run_1/congestion_map.png
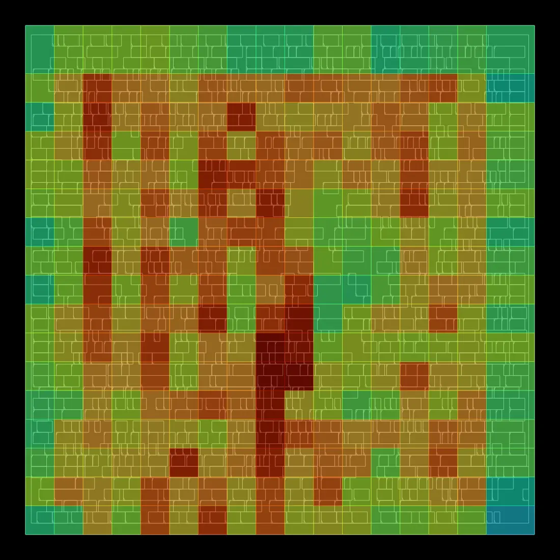
run_1/closeup.png
The bar under the picture is 10 um long. Region (71, 10) to (111, 50) um. Cells in grey, sequential cells in the stronger grey; small squares are vias.
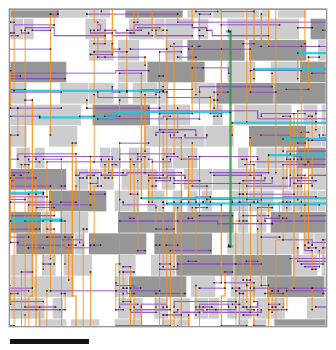
run_1/gates.png
The bar under the picture is 20 um long.
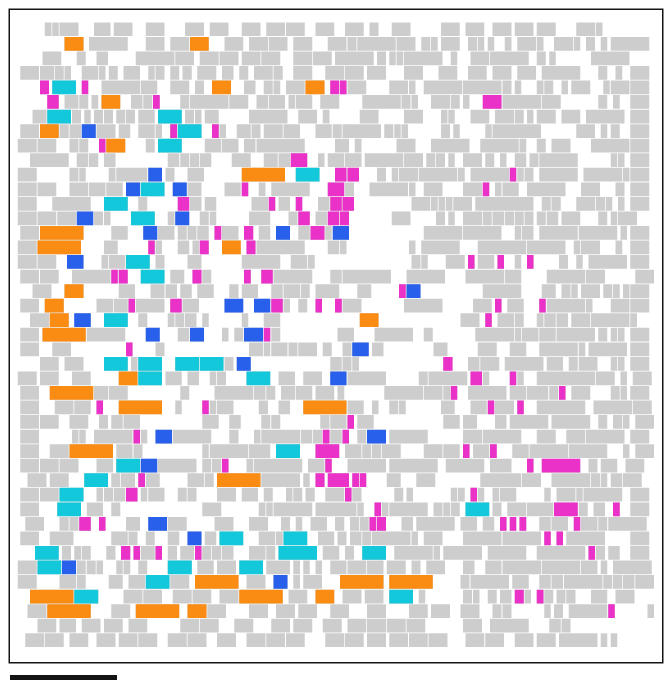
run_1/m3.png
The bar under the picture is 20 um long. Cells faint in the background.
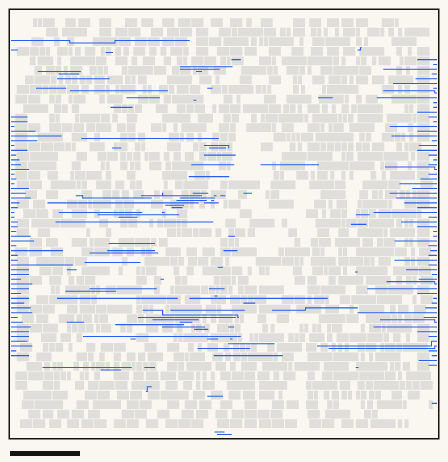
<file path="config.mk">
export PLATFORM = sky130hd
export DESIGN_NAME = pc_fetch_unit_flat
export DESIGN_NICKNAME = d
export VERILOG_FILES = /design/src/rtl/pc_fetch_unit_if.sv /design/src/rtl/pc_fetch_unit.sv /design/src/flat_wrapper.sv
export SDC_FILE = /design/constraint.sdc
export NUM_CORES = 1
export LEC_CHECK = 0
export CORE_UTILIZATION = 48
export CTS_CLUSTER_SIZE = 28
export DETAILED_ROUTE_END_ITERATION = 16
export HOLD_SLACK_MARGIN = 0.06
export PLACE_DENSITY_LB_ADDON = 0.08
export SETUP_SLACK_MARGIN = 0.15
export SYNTH_ARGS = -nofsm -noshare
export SYNTH_HDL_FRONTEND = slang
export SYNTH_SLANG_ARGS = --single-unit
</file>
<file path="constraint.sdc">
create_clock -name clk -period 6 [get_ports clk]
set_input_delay 1.2 -clock clk [delete_from_list [all_inputs] [get_ports clk]]
set_output_delay 1.2 -clock clk [all_outputs]
set_load 0.01 [all_outputs]
</file>
<file path="src/rtl/pc_fetch_unit_if.sv">
// Instruction-memory fetch channel: valid/ready request, valid-only in-order response.
interface pc_fetch_unit_if;
    localparam int unsigned ADDR_W = 32;
    localparam int unsigned DATA_W = 32;

    logic              imem_req_valid;
    logic              imem_req_ready;
    logic [ADDR_W-1:0] imem_addr;
    logic              imem_resp_valid;
    logic [DATA_W-1:0] imem_resp_data;

    modport master (
        output imem_req_valid,
        output imem_addr,
        input  imem_req_ready,
        input  imem_resp_valid,
        input  imem_resp_data
    );

    modport slave (
        input  imem_req_valid,
        input  imem_addr,
        output imem_req_ready,
        output imem_resp_valid,
        output imem_resp_data
    );
endinterface

</file>
<file path="src/rtl/pc_fetch_unit.sv">
// Program counter and single-outstanding instruction fetch; holds each instruction
// until retirement, then steers the PC from next_op.
module pc_fetch_unit #(
    parameter logic [31:0] RESET_PC = 32'h0000_3000,
    parameter int unsigned CNT_W    = 32
) (
    input  logic                 clk,
    input  logic                 rst,
    input  logic [1:0]           next_op,
    input  logic [15:0]          imm16,
    input  logic [25:0]          target26,
    input  logic [31:0]          rs_data,
    input  logic                 advance,
    pc_fetch_unit_if.master      imem,
    output logic                 instr_valid,
    output logic [31:0]          instr,
    output logic [31:0]          pc,
    output logic [31:0]          pc_plus4,
    output logic                 addr_err,
    output logic [CNT_W-1:0]     retire_cnt
);
    localparam int unsigned ST_W = 2;

    localparam logic [ST_W-1:0] ST_REQ  = 2'd0;
    localparam logic [ST_W-1:0] ST_WAIT = 2'd1;
    localparam logic [ST_W-1:0] ST_HOLD = 2'd2;

    localparam logic [1:0] OP_SEQ  = 2'b00;
    localparam logic [1:0] OP_BR   = 2'b01;
    localparam logic [1:0] OP_JMP  = 2'b10;
    localparam logic [1:0] OP_JR   = 2'b11;

    logic [ST_W-1:0] state;
    logic [ST_W-1:0] state_nxt;
    logic            retire;
    logic            resp_take;
    logic [31:0]     br_off;
    logic [31:0]     pc_nxt;
    logic            addr_err_nxt;

    // State register
    always_ff @(posedge clk) begin
        if (rst) begin
            state <= ST_REQ;
        end else begin
            state <= state_nxt;
        end
    end

    // Next-state and handshake qualifiers
    always_comb begin
        state_nxt = state;
        retire    = 1'b0;
        resp_take = 1'b0;
        case (state)
            ST_REQ: begin
                if (imem.imem_req_ready) begin
                    state_nxt = ST_WAIT;
                end
            end
            ST_WAIT: begin
                if (imem.imem_resp_valid) begin
                    resp_take = 1'b1;
                    state_nxt = ST_HOLD;
                end
            end
            ST_HOLD: begin
                if (advance) begin
                    retire    = 1'b1;
                    state_nxt = ST_REQ;
                end
            end
            default: state_nxt = ST_REQ;
        endcase
    end

    // Request is gated by rst so no fetch escapes while the block is being reset
    assign imem.imem_req_valid = (state == ST_REQ) && !rst;
    assign imem.imem_addr      = pc;
    assign pc_plus4            = pc + 32'd4;
    assign br_off              = {{14{imm16[15]}}, imm16, 2'b00};

    // Next PC selection; only consumed on a retire cycle
    always_comb begin
        pc_nxt       = pc_plus4;
        addr_err_nxt = 1'b0;
        case (next_op)
            OP_SEQ: pc_nxt = pc_plus4;
            OP_BR:  pc_nxt = pc_plus4 + br_off;
            OP_JMP: pc_nxt = {pc_plus4[31:28], target26, 2'b00};
            OP_JR: begin
                pc_nxt       = {rs_data[31:2], 2'b00};
                addr_err_nxt = (rs_data[1:0] != 2'b00);
            end
            default: pc_nxt = pc_plus4;
        endcase
    end

    // Datapath registers
    always_ff @(posedge clk) begin
        if (rst) begin
            pc          <= RESET_PC;
            instr       <= 32'd0;
            instr_valid <= 1'b0;
            addr_err    <= 1'b0;
            retire_cnt  <= '0;
        end else begin
            addr_err <= retire && addr_err_nxt;
            if (resp_take) begin
                instr       <= imem.imem_resp_data;
                instr_valid <= 1'b1;
            end
            if (retire) begin
                pc          <= pc_nxt;
                instr_valid <= 1'b0;
                retire_cnt  <= retire_cnt + CNT_W'(1);
            end
        end
    end
endmodule

</file>
<file path="src/flat_wrapper.sv">
// flat-port wrapper written by rule: the top's interface ports become plain ports
module pc_fetch_unit_flat 
#(
    parameter logic [31:0] RESET_PC = 32'h0000_3000,
    parameter int unsigned CNT_W    = 32
)
  (clk, rst, next_op, imm16, target26, rs_data, advance, instr_valid, instr, pc, pc_plus4, addr_err, retire_cnt, imem_imem_req_valid, imem_imem_addr, imem_imem_req_ready, imem_imem_resp_valid, imem_imem_resp_data);
  pc_fetch_unit_if imem_i ();
  input  logic clk;
  input  logic rst;
  input  logic [1:0] next_op;
  input  logic [15:0] imm16;
  input  logic [25:0] target26;
  input  logic [31:0] rs_data;
  input  logic advance;
  output logic instr_valid;
  output logic [31:0] instr;
  output logic [31:0] pc;
  output logic [31:0] pc_plus4;
  output logic addr_err;
  output logic [CNT_W-1:0] retire_cnt;
  output wire logic [$bits(imem_i.imem_req_valid)-1:0] imem_imem_req_valid;
  output wire logic [$bits(imem_i.imem_addr)-1:0] imem_imem_addr;
  input wire logic [$bits(imem_i.imem_req_ready)-1:0] imem_imem_req_ready;
  input wire logic [$bits(imem_i.imem_resp_valid)-1:0] imem_imem_resp_valid;
  input wire logic [$bits(imem_i.imem_resp_data)-1:0] imem_imem_resp_data;
  assign imem_imem_req_valid = imem_i.imem_req_valid;
  assign imem_imem_addr = imem_i.imem_addr;
  assign imem_i.imem_req_ready = imem_imem_req_ready;
  assign imem_i.imem_resp_valid = imem_imem_resp_valid;
  assign imem_i.imem_resp_data = imem_imem_resp_data;
  pc_fetch_unit #(.RESET_PC(RESET_PC), .CNT_W(CNT_W)) u_core (.clk(clk), .rst(rst), .next_op(next_op), .imm16(imm16), .target26(target26), .rs_data(rs_data), .advance(advance), .imem(imem_i), .instr_valid(instr_valid), .instr(instr), .pc(pc), .pc_plus4(pc_plus4), .addr_err(addr_err), .retire_cnt(retire_cnt));
endmodule
</file>
==> notes.md, run 1 <==
Reports from this run.

- The flow ran to the end, and the final reports show no timing, DRC or antenna violations.
- STA shows the worst min-delay path finishing at u_core.instr[17].
- The end of the worst register-to-register path reads u_core.imem.imem_addr[24].
- The total non-filler cell area in the finished layout reads 9784 um^2.
- The number of well taps reads 180.
- The final layout net count reads 1229.
- The dominant kind of combinational cell reads simple AND/OR/NAND/NOR gates.
- The proportion of final cell area spent on non-clock buffers is 0.2783.
- After floorplanning, the die was sized to cover 14860 um^2.
- The initial detailed-routing violation count is 558.
- The maximum buffer depth of the clock tree is 2.
- Setup slack on the worst reg-to-reg path comes out at 1730 ps.
- After floorplanning, the core was sized to cover 13930 um^2.
- The most congested layer reported by global routing is met2.
- The number of top-level pins is 276.
- The routed layout reports a DRC error count of 0.
- The required time reported for the critical path endpoint is 4800 ps.
- The total number of clock tree sinks reads 98.
- The summed instance area of the synthesized netlist reads 6903 um^2.
- Across the VDD grid, the largest voltage drop is 146.0 uV.
- The highest clock rate this design can be run at is 228.6 MHz.
- The worst slack on hold paths is 452.2 ps.
- Counting I/O delays and the setup requirement, the final critical path takes 4374 ps.
- Buffers inserted during clock tree synthesis total 9.
- The post-route antenna net violation count reads 0.
- The footprint of the flip-flops and latches is 1962 um^2.
- The met2 track utilization from global routing is 0.4979.
- The final report gives the core utilization as 0.7022.
- The cell-mix breakdown from Yosys lists the compound-gate area share as 0.1780.
- The summed negative setup slack over all endpoints reads 0 ps.
- Of the total synthesized cell area, the portion taken by AND, OR, NAND and NOR gates is 0.2345.
- The highest routing layer actually used reads met4.
- The cell area after placement reads 9448 um^2.
- The share of flip-flops with an asynchronous set or reset after synthesis reads 0.
- Setup slack on the worst path after placement came out at 1623 ps.
- The mean instance size in the synthesized netlist is 7.989 um^2.
- The start-to-end type of the worst setup path is flip-flop to output pin.
- The post-synth area from yosys stat is 6903 um^2.
- The clock tree root buffer cell reads sky130_fd_sc_hd__clkbuf_16.
- The total number of H-tree levels reads 3.
- The met2 layer wire length in the routed design is 10550 um.
- The combined area of the multi-input logic cells is 4459 um^2.
- 676 cells are multi-input combinational gates.
- The number of hold-repair buffers added at the cts stage reads 0.
- The length in cells of the worst reg-to-reg path reads 15.
- The number of post-CTS setup repair buffers is 0.
- The count of non-CTS buffers in the layout is 275.
- The distinct cell type count after synthesis is 74.
- The first-pass GRT wire length reads 33990 um.
- The clock latency at the later pin of the worst-skew pair reads 350 ps.
- The met1 wire length reads 9252 um.
- The termination of the worst setup path is pc_plus4[29].
- The largest area contributor in the netlist reads sky130_fd_sc_hd__dfxtp_1.
- The clock skew reads 11.37 ps.
- Entering global routing, the biggest net connects 83 pins.
- The power density of the placed cells is 167.9 nW/um^2.
- The count of inverters other than clock inverters in the layout is 21.
- The static leakage is 3.683 nW.
- The kind of end point of the critical path is an output pin.
- The height of the die reads 121.9 um.
- Setup repair after global routing left no endpoint under its margin.
- The fraction of post-synthesis cell area in the top cell type by area is 0.2842.
- The post-layout worst setup margin is 1626 ps.
- The final-layout clock-cell area share is 0.03440.
- The initial antenna violation count came to 0.
- The flop and latch count out of synthesis reads 98.
- The number of pins exceeding their max-slew limit in the final report is 0.
- Along the worst hold path, the cell count comes to 2.
- The floorplan die width is 121.9 um.
Back to the opening pictures, congestion_map.png:
GRT Total Usage: 0.2949
fraction of met1 tracks used by global routing: 0.3707
mean routed wirelength per cell: 17.28 um

Back to the opening pictures, closeup.png:
M1 -> purple
M4 -> green
M2 -> orange
M3 -> cyan
netlist names of flops here include = `u_core.retire_cnt` (16), `u_core.imem.imem_addr` (5)
sequential cells in the window = 22
cells with their middle in the window = 118
most frequent = dfxtp_1 (22), nor2_1 (14), clkdlybuf4s50_1 (13)

Back to the opening pictures, gates.png:
non-inverting ao/oa cells -> blue  # cells 27
nor cells -> magenta  # cells 99
fa/ha/maj cells -> cyan  # cells 35
mux cells -> orange  # cells 31
most common cell after layout, fill and taps aside: sky130_fd_sc_hd__clkdlybuf4s50_1
combinational share of cell area: 0.4558
count of non-filler cells in the finished layout: 1266

Back to the opening pictures, m3.png:
share of all routed wire = 7.7%
nets with wire on the layer = 174
longest straight run = 44.6 um
main direction = horizontal
number of vias after detailed routing: 7064
Post-Route WL: 21880 um
global routing usage on met3: 0.06648

[run 1: critical path, cell delays in order (launching register included)]
cell,delay [ps]
sky130_fd_sc_hd__dfxtp_1,500
sky130_fd_sc_hd__nand4_1,310
sky130_fd_sc_hd__nor3_1,370
sky130_fd_sc_hd__nand4_2,280
sky130_fd_sc_hd__nor2_1,270
sky130_fd_sc_hd__and3_1,210
sky130_fd_sc_hd__xor2_1,290
sky130_fd_sc_hd__clkdlybuf4s50_1,610
[run 1: power breakdown]
| group | internal [W] | switching, W | total (W) |
|---|---|---|---|
| Sequential | 0.000664 | 0.0000130 | 0.000677 |
| Clock | 0.000383 | 0.000271 | 0.000654 |
| Combinational | 0.000168 | 0.000144 | 0.000312 |
| Total | 0.00121 | 0.000428 | 0.00164 |
run_1/m1.png
The bar under the picture is 20 um long. Supply wires on this layer in grey.
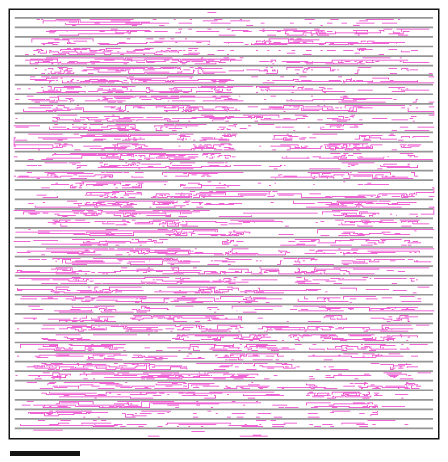

==> run 2, diff against run 1 <==
CORE_UTILIZATION = 40   (was 48)
clock period = 4.02 ns   (was 6 ns; I/O delays follow)
run_2/m1.png
The bar under the picture is 50 um long. Supply wires on this layer in grey.
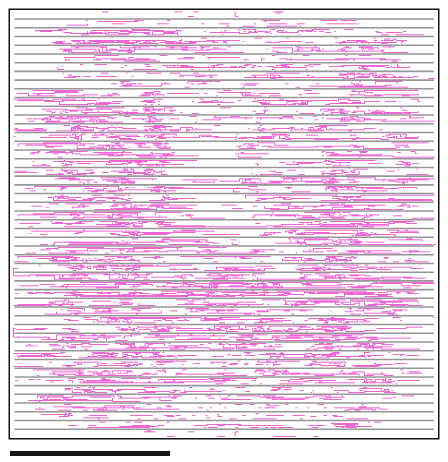
main direction = horizontal
wire length on this layer = 10200 um
share of all routed wire = 44%
nets with wire on the layer = 1111
longest straight run = 33.6 um

run_2/congestion_map.png
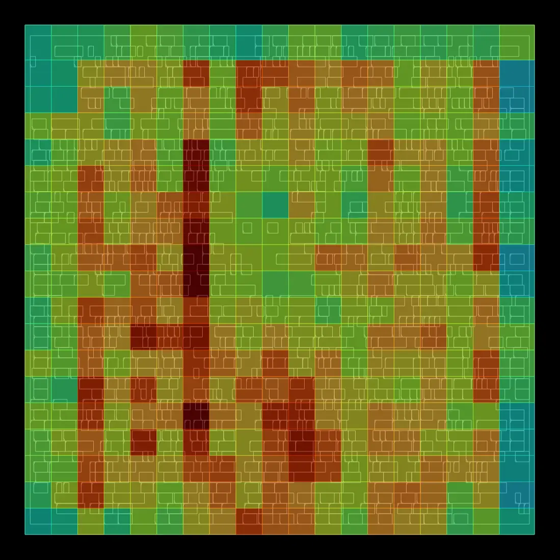
global-route track usage on met2: 0.4210
global routing usage on met3: 0.03805
GRT busiest layer: met2

==> run 2 against run 1 <==
  * Global-route usage down 4.0 points
  * Non-clock buffer count up 34
  * Core utilization down 9.3 points
  * Final cell count up 5.8%
  * Flip-flop count unchanged
  * First-iteration DRC count down 18%
  * Routed wire length up 5.6%
  * Clock power up 45%
  * Critical path depth up 2
  * Highest routed layer unchanged
==> notes.md, run 2 <==
Reports from this run.

- The flow ran to the end, and the final reports show no timing, DRC or antenna violations.
- The maximum buffer depth of the clock tree is 2.
- The overall routed net length reads 23100 um.
- Per the skew report, the later register of the worst-skew pair sees a clock latency of 350 ps.
- The first global-routing pass estimated 35710 um of wire.
- The summed negative setup slack over all endpoints reads 0 ps.
- The end point of the most critical hold path reads u_core.instr[26].
- The number of top-level pins reads 276.
- The slowest stage cell on the critical path is sky130_fd_sc_hd__clkdlybuf4s50_1.
- The core region is 16700 um^2.
- The cell family contributing the most delay on the critical path reads buffers and inverters.
- The summed instance area of the synthesized netlist reads 6903 um^2.
- Sequential power for this build is 0.00101 W.
- In the setup report, the worst path falls into the class flip-flop to output pin.
- The worst slack on hold paths is 455.2 ps.
- The initial antenna violation count is 0.
- The cell repeated most along the worst path reads sky130_fd_sc_hd__buf_4.
- The proportion of power drawn by combinational gates reads 0.198.
- The power dissipated by switching net loads reads 0.0006892 W.
- The switching portion of total power comes to 0.2822.
- The critical path buffer and inverter count is 3.
- The count of non-CTS buffers in the layout is 309.
- The floorplan step defined a die boundary enclosing 17790 um^2.
- The sequential share of power reads 0.412.
- The detail route stage leaves a number of antenna-violating nets equal to 0.
- The number of cells on the worst hold path reads 2.
- The post-synth area from yosys stat reads 6903 um^2.
- met1 track demand over resource after global routing is 0.3425.
- The number of hold-repair buffers added at the cts stage reads 0.
- The footprint of the flip-flops and latches reads 1967 um^2.
- Per report_power, the Combinational row totals 0.000484 W.
- Counting the buffers created by CTS gives 9.
- The maximum operating frequency reads 266.2 MHz.
- Per STA, the endpoint of the critical path is pc_plus4[26].
- Measured on the final layout, buffering overhead outside the clock network stands at 0.2928.
- The overall fraction of global-route tracks in use reads 0.2550.
- The combined area of the multi-input logic cells is 4551 um^2.
- The end of the worst register-to-register path reads u_core.imem.imem_addr[22].
- The share of the final layout cell area in multi-input gates is 0.4475.
- The kind of end point of the critical path is an output pin.
- Setup repair after global routing could not meet its margin everywhere.
- The final layout net count is 1263.
- The group that draws the most power in this run is sequential cells.
- The static leakage is 3.891 nW.
- The clock tree root buffer cell reads sky130_fd_sc_hd__clkbuf_16.
- The number of pins exceeding their max-slew limit in the final report is 0.
- The met2 layer wire length in the routed design reads 10790 um.
- The highest metal layer carrying signal wires in the routed design is met4.
- The number of design rule violations left after detail routing is 0.
- The initial detailed-routing violation count is 455.
- The finished cells cover 10170 um^2.
- The minimum setup slack after placement is 123.9 ps.
- The power density of the placed cells reads 240.1 nW/um^2.
[run 2: netlist changes by cell type in the layout (fill, tap and decap cells not counted), sizes merged]
cell	before	now
buf	9	43
bufinv	2	1
clkbuf	10	9
clkinv	0	1
inv	23	24
[run 2: kinds of logic (layout without fill, tap and decap cells)]
family | after synthesis | count (layout) | share of synthesized area
buf+inv | 95 | 346 | 0.07287
simple gates | 330 | 330 | 0.2346
compound gates | 202 | 202 | 0.1780
flops | 98 | 98 | 0.2842
mux | 31 | 31 | 0.07395
fa+ha+maj | 35 | 35 | 0.06453
xor+xnor | 72 | 72 | 0.09135
other cells | 1 | 6 | 0.0005433
[run 2: repair_timing]
| item | CTS | global route |
|---|---|---|
| resized | 2 | 20 |
| pin swaps | 0 | 5 |
| buffers inserted | 0 | 6 |
| endpoints found under the setup margin | 2 | 13 |
run_2/m3.png
The bar under the picture is 50 um long. Cells faint in the background.
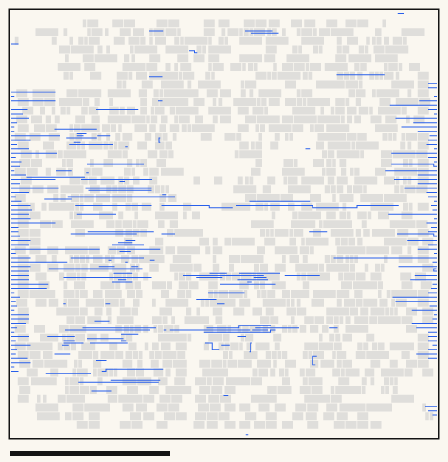

==> run 3, diff against run 2 <==
TNS_END_PERCENT = 50   (was not set)
run_3/m3.png
The bar under the picture is 50 um long. Cells faint in the background.
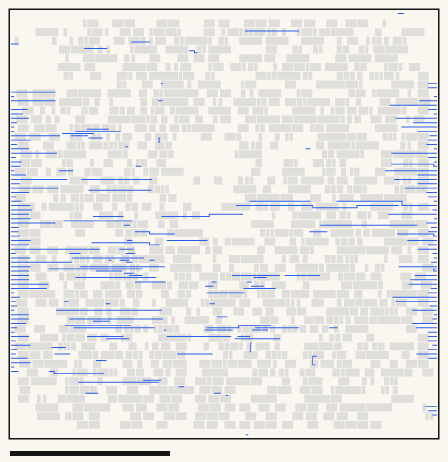
wire length on this layer = 1560 um
nets with wire on the layer = 194
share of all routed wire = 6.8%
main direction = horizontal
longest straight run = 32.7 um

run_3/closeup.png
The bar under the picture is 10 um long. Region (80, 13) to (120, 53) um. Cells in grey, sequential cells in the stronger grey; small squares are vias.
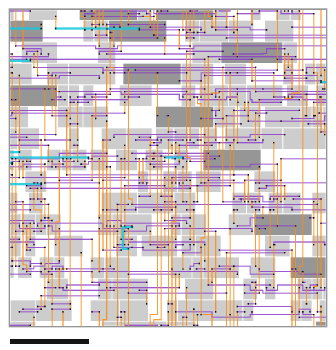

==> run 3 against run 2 <==
  * Synthesized cell count unchanged
  * Setup slack lost 8.5 ps
  * Routed wire length fell by 0.31%
  * Largest power group unchanged
  * Highest routed layer unchanged
==> notes.md, run 3 <==
Reports from this run.

- The number of design rule violations left after detail routing reads 0.
- Looking at the clock tree report, the root buffer type is sky130_fd_sc_hd__clkbuf_16.
- The reported sequential group power reads 0.00101 W.
- The number of pins exceeding their max-slew limit in the final report reads 0.
- The combined area of the multi-input logic cells reads 4552 um^2.
- The timing report shows that the slowest cell on the worst path is sky130_fd_sc_hd__clkdlybuf4s50_1.
- The highest routing layer actually used is met4.
- According to the cell report, the number of logic gates is 676.
- Hold analysis lists the worst path endpoint as u_core.instr[26].
- In this run the worst setup path terminates at pc_plus4[26].
- For reference, the post-synthesis area per instance comes to 7.989 um^2.
- The count of inverters other than clock inverters in the layout is 21.
- The power dissipated by switching net loads reads 0.0006912 W.
- The global routing usage on met3 reads 0.03805.
- The end of the worst register-to-register path is u_core.imem.imem_addr[22].
- The final-layout clock-cell area share reads 0.03152.
- The run finished with clean final reports.
- The summed negative setup slack over all endpoints reads 0 ps.
- The overall routed net length reads 23020 um.
- The met1 demand-to-capacity share in global routing reads 0.3422.
- The static leakage reads 3.896 nW.
- The number of cells on the worst hold path is 2.
- The overall die size recorded for this design is 17790 um^2.
- The distinct cell type count after synthesis reads 74.
- The power report attributes to the clock group a share of 0.390.
- On the worst path, the slowest cell contributes a delay of 600 ps.
- The final layout net count is 1262.
- The number of cells on the critical path reads 9.
- The initial antenna violation count is 0.
- The total non-filler cell area in the finished layout is 10160 um^2.
- Counting plain and timing-repair buffers in the layout gives 308.
- The power density of the placed cells is 240.5 nW/um^2.
- Summed over all nets, wire length on met2 after detailed routing comes to 10800 um.
- The post-route antenna net violation count reads 0.
- The largest area contributor in the netlist is sky130_fd_sc_hd__dfxtp_1.
- In this run the most used layer during global routing was met2.
- The number of well taps reads 220.
- The overall fraction of global-route tracks in use reads 0.2549.
- The initial detailed-routing violation count reads 477.
- Per STA, the library cell used most along the worst path is sky130_fd_sc_hd__buf_4.
- The total clock buffers created by CTS reads 9.
- The met1 wire length is 10240 um.
- After clock tree synthesis, the flow added hold-fix buffers numbering 0.
- The power report lists cell-internal power as 0.001753 W.
- The minimum period implied by the final worst setup slack is 3765 ps.
- The power drawn by the clock network is 0.000953 W.
- The critical path buffer and inverter count is 3.
- In this run the critical path is formed by buf_4, ha_1, nand3_1, nor2_4, buf_4, and4_2, and3_1, xor2_1, clkdlybuf4s50_1.
- The maximum number of pins on one net before global-route repair reads 66.
- The largest voltage drop on the vdd net is 204.4 uV.
- The routed layout has 7216 vias.
- The total number of H-tree levels is 3.
- The area of the core region reads 16700 um^2.
- The floorplan step set the die height to 133.4 um.
- The synthesis stat section lists a flop and latch total of 98.
- The worst-case reg-to-reg setup slack stands at 310 ps.
- The most common logic cell in the final layout is sky130_fd_sc_hd__clkdlybuf4s50_1.
- The clock latency at the later pin of the worst-skew pair reads 360 ps.
- Per STA, the worst path accumulates the most delay in the family buffers and inverters.
- The footprint of the flip-flops and latches is 1967 um^2.
- The clock skew is 9.553 ps.
- The proportion of final cell area spent on non-clock buffers reads 0.2923.
- After synthesis the cells add up to 6903 um^2.
- The critical path in the final layout is reported with a setup slack of 255.0 ps.
- The top contributor to total power reads sequential cells.
- The combinational power is 0.000484 W.
run 3: cell counts after synthesis:
No cell type changed its count.
run 3: through the flow:
stage	util	hold WS, ps	power, W	cells
after CTS	0.6008	457.1	0.002458	1334
after global placement	0.5813	442.5	0.001504	1318
after global routing	0.6086	476.8	0.002540	1339
after detailed placement	0.5813	445.9	0.001506	1318
after floorplan	-	480.5	0.001275	869
final	0.6086	455.3	0.002444	1339
run 3: cells by family after synthesis:
logic type,count (synthesis),synth area share
mux,31,0.07395
flops,98,0.2842
other cells,1,0.0005433
fa+ha+maj,35,0.06453
xor+xnor,72,0.09135
simple gates,330,0.2346
buf+inv,95,0.07287
compound gates,202,0.1780
run 3: what timing repair did:
item                                    CTS  global route
setup buffers                             0             5
pin swaps                                 0             4
gates resized                             1            22
hold endpoints to repair                  0             0
endpoints found under the setup margin    2            14
Power is estimated from default activity; no workload was simulated.
